--- config.mk ---
export PLATFORM = sky130hd
export DESIGN_NAME = store_merge_unit
export DESIGN_NICKNAME = d
export VERILOG_FILES = /design/src/rtl/store_merge_unit.sv
export SDC_FILE = /design/constraint.sdc
export NUM_CORES = 1
export LEC_CHECK = 0
export ABC_CLOCK_PERIOD_IN_PS = 3200
export CAP_MARGIN = 20
export CORE_UTILIZATION = 47
export DETAILED_ROUTE_END_ITERATION = 6
export MAX_ROUTING_LAYER = met4
export PLACE_DENSITY = 0.87
export SETUP_SLACK_MARGIN = 0.1
export SLEW_MARGIN = 40
export SYNTH_ARGS = -nofsm -noshare
export SYNTH_HDL_FRONTEND = slang
export SYNTH_SLANG_ARGS = --single-unit
--- constraint.sdc ---
create_clock -name clk -period 3.2 [get_ports clk]
set_input_delay 0.64 -clock clk [delete_from_list [all_inputs] [get_ports clk]]
set_output_delay 0.64 -clock clk [all_outputs]
set_load 0.1 [all_outputs]
--- src/rtl/store_merge_unit.sv ---
// Store-path unit: narrows a register value to SB/SH/SW width and writes it to a word-addressed
// memory, doing a read-modify-write over a ready handshake for sub-word stores.
module store_merge_unit #(
    parameter int unsigned ADDR_W = 32
) (
    input  logic              clk,
    input  logic              rst,
    input  logic              start,
    input  logic [1:0]        op,
    input  logic [ADDR_W-1:0] addr,
    input  logic [31:0]       wdata,
    output logic              busy,
    output logic              done,
    output logic              misalign,
    output logic [ADDR_W-1:0] mem_addr,
    output logic              mem_rd,
    output logic              mem_wr,
    output logic [31:0]       mem_wdata,
    input  logic [31:0]       mem_rdata,
    input  logic              mem_ready
);

    localparam logic [1:0] OpSb = 2'b00;
    localparam logic [1:0] OpSh = 2'b01;
    localparam logic [1:0] OpSw = 2'b10;

    typedef enum logic [1:0] {StIdle, StRd, StWr, StDone} state_e;

    state_e            state_q;
    logic              half_q;
    logic [1:0]        lane_q;
    logic [15:0]       wdata_q;
    logic              misalign_q;
    logic [ADDR_W-1:0] mem_addr_q;
    logic [31:0]       mem_wdata_q;

    logic              fault;
    logic [31:0]       merged;

    always_comb begin
        fault = 1'b0;
        case (op)
            OpSb:    fault = 1'b0;
            OpSh:    fault = addr[0];
            OpSw:    fault = |addr[1:0];
            default: fault = 1'b1;
        endcase
    end

    // Little-endian lane replacement on the word just read back.
    always_comb begin
        merged = mem_rdata;
        if (half_q) begin
            if (lane_q[1]) begin
                merged[31:16] = wdata_q;
            end else begin
                merged[15:0] = wdata_q;
            end
        end else begin
            merged[{lane_q, 3'b000} +: 8] = wdata_q[7:0];
        end
    end

    always_ff @(posedge clk) begin
        if (rst) begin
            state_q     <= StIdle;
            half_q      <= 1'b0;
            lane_q      <= 2'b00;
            wdata_q     <= 16'h0000;
            misalign_q  <= 1'b0;
            mem_addr_q  <= '0;
            mem_wdata_q <= 32'h0000_0000;
        end else begin
            case (state_q)
                StIdle: begin
                    misalign_q <= 1'b0;
                    if (start) begin
                        half_q      <= op[0];
                        lane_q      <= addr[1:0];
                        wdata_q     <= wdata[15:0];
                        mem_addr_q  <= {addr[ADDR_W-1:2], 2'b00};
                        mem_wdata_q <= wdata;
                        if (fault) begin
                            misalign_q <= 1'b1;
                            state_q    <= StDone;
                        end else if (op == OpSw) begin
                            state_q <= StWr;
                        end else begin
                            state_q <= StRd;
                        end
                    end
                end
                StRd: begin
                    if (mem_ready) begin
                        mem_wdata_q <= merged;
                        state_q     <= StWr;
                    end
                end
                StWr: begin
                    if (mem_ready) begin
                        state_q <= StDone;
                    end
                end
                StDone: begin
                    misalign_q <= 1'b0;
                    state_q    <= StIdle;
                end
                default: state_q <= StIdle;
            endcase
        end
    end

    assign busy      = (state_q != StIdle);
    assign done      = (state_q == StDone);
    assign mem_rd    = (state_q == StRd);
    assign mem_wr    = (state_q == StWr);
    assign misalign  = misalign_q;
    assign mem_addr  = mem_addr_q;
    assign mem_wdata = mem_wdata_q;

endmodule

**Placed cells, one color a class**

Fill, decap, tap and diode cells in gray.
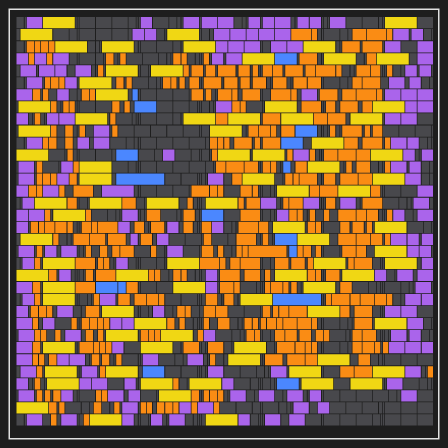
[purple] other buffers and delay cells | cells: 178 | share of their area: 27%
[orange] all other logic | cells: 376 | share of their area: 40%
[yellow] flip-flops | cells: 84 | share of their area: 29%
[blue] clock drivers and dummy loads | cells: 16 | share of their area: 3.7%
fin util: 68.5%
Finished Cell Area: 5970 um2
Core ar.: 8720 um2

==> changes_impl.md <==
## Flow update

* Top FF cell, synth: dfxtp_1
* LEAKAGE at 2.38 nW
* Final Max Slew Viols at 0
* WP data required at 3.46 ns
* Yosys warns at 0
* Cells in synth_stat.txt at 501
* First-pass GRT wire length at 21.5 mm
* DP HPWL at 9.19 mm
* Boundary pin count at 171
* Grt ovf at 0
* Routed wl met3 at 1.39 mm
* CP Launch Type: flop
* Most frequent cell after synthesis: nand2_1
* Synth Seq Share at 39.9%
* Reg-to-Reg Start: lane_q[1]
* Final Net Count at 761
* Setup Skew at 0.00784 ns
* Worst min-delay path endpoint: mem_addr[29]
* Stage-log warning count at 34
* Die ar. at 9350 um2
* Routed WL at 13.0 mm
* Met2 WL post-DR at 5.98 mm
* Design Power at 0.00622 W
* Antenna cell count at 0
* Top cells by area: dfxtp_1 (40%), nand2_1 (12%), mux2_2 (8.0%)
* Area after DPL at 5750 um2
* Clock sinks at 84
* Crit path DAT at 2.58 ns
* Distinct cells, synth at 42
* Critical path origin: lane_q[1]
* Layout Cells excl Fill at 762
* GRT met2 Usage at 45.8%
* Worst r2r dst: mem_wdata[13]
* Syn_area_per_cell at 8.41 um2
* CTS H-Tree Depth at 3
* Cell area power density at 1040 nW/um2
* Setup bufs post-CTS at 0
* Initial drt markers at 284
* Max Freq at 0.430 GHz
* Worst-path clk slew at 0.09 ns
* Crit path capture type: flop
* Number of enable flip-flop cells at 0
* Die H at 96.7 um
* Vias in the first global route at 4425
* Setup total negative slack at 0 ns
* Top Metal Used: met4
* Worst slack, placed at 0.694 ns
* Placed Cells at 746
* Largest net degree at the start of global routing at 58
* Slew margin rel. at 48.4%
* WHS Path Cells at 2
* Status: finished clean
* GR met1 Demand/Resource at 35.2%
* Final ANT Viol Nets at 0
* FFs w/ async S/R, synth at 0%
* Cell taking the most area after synthesis: dfxtp_1
* Drt drc at 0
* Syn-to-layout area delta at 41.6%
* Cts repair resizes at 0
* Post-layout worst setup margin at 0.873 ns
* Post-Syn Area at 4220 um2
* Clock tree buffer depth at 2
* CP Max Fanout at 22
* Final setup fails at 0
* Via count at 4446
* Initial antenna violation count at 0
* GP Congestion at 0.852
* Vias per std cell at 5.83
* Fin. Hold Viols at 0
* RSZ-0062 raised after global routing: no
* Die X-Extent at 96.7 um
* Cells after Synth at 501
* DRT Pass-1 Iters at 5
* Wire per inst at 17.1 um
* Maximum VDD drop at 0.000849 V
* FP Core Util at 48.3%
* Worst hold path class: flop to flop
* Hold slack at 0.459 ns
**Cell outlines without signal wires**

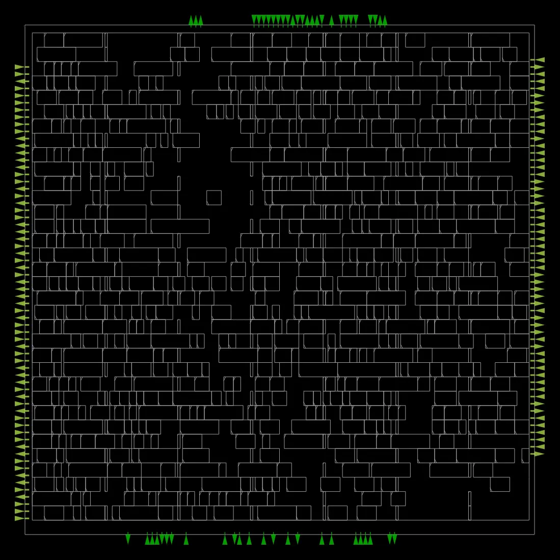
Rows: 34
tap cells: 108
seq_cells: 84

-- sequential cells by signal, summed over array words and instances, names as in the netlist --
signal,cells
mem_wdata,32
mem_addr,30
wdata_q,16
misalign,1
lane_q,2
state_q,2
half_q,1
-- layout by cell type (no fill, tap or decap), types with 2 or more instances in the layout --
cell and count:
a21oi_1 52, a21o_1 2, bufinv_16 2, o211ai_1 2, conb_1 2, o22ai_1 29
o31ai_2 10, clkinv_2 3, o21ai_0 2, nand2_1 132, dfxtp_1 84, nand3_1 2
buf_4 76, clkdlybuf4s50_1 100, clkinv_1 2, o31ai_1 21, mux2i_1 4, inv_1 7
mux2_2 30, nor2_1 13, clkbuf_8 10, ha_1 10, a211oi_1 2, a221oi_1 29
and3_1 3, nand2b_1 4
-- cell families after synthesis --
group | count (synthesis) | share of synthesized area [%]
other | 1 | 0.0890
AOI/OAI and AO/OA | 155 | 25.6
and+or+nand+nor | 164 | 16.5
muxes | 35 | 9.23
buffers and inverters | 52 | 5.73
adders and majority gates | 10 | 2.97
DFF | 84 | 39.9
-- report_power, final --
| part | total (W) | switching (W) | internal [W] |
|---|---|---|---|
| combinational | 0.00383 | 0.00287 | 0.000960 |
| clock | 0.000839 | 0.000382 | 0.000458 |
| sequential | 0.00155 | 0.000212 | 0.00134 |
| total | 0.00622 | 0.00347 | 0.00276 |
-- worst max-delay path: stages, from the launching register on --
cell      delay (ns)
dfxtp_1         0.33
buf_4           0.29
inv_1           0.14
ha_1            0.42
nor3b_2         0.26
and3_1          0.37
a221oi_1        0.16
o31ai_1         0.28
-- area by class of cell --
type	instances	area, um2
fill	704	2750
multi-input combinational	366	2300
sequential	84	1680
timing repair buffer	178	1600
clock buffer	11	141
tap	108	135
clock inverter	5	75.1
inverter	10	37.5
Power and IR drop assume default switching activity.
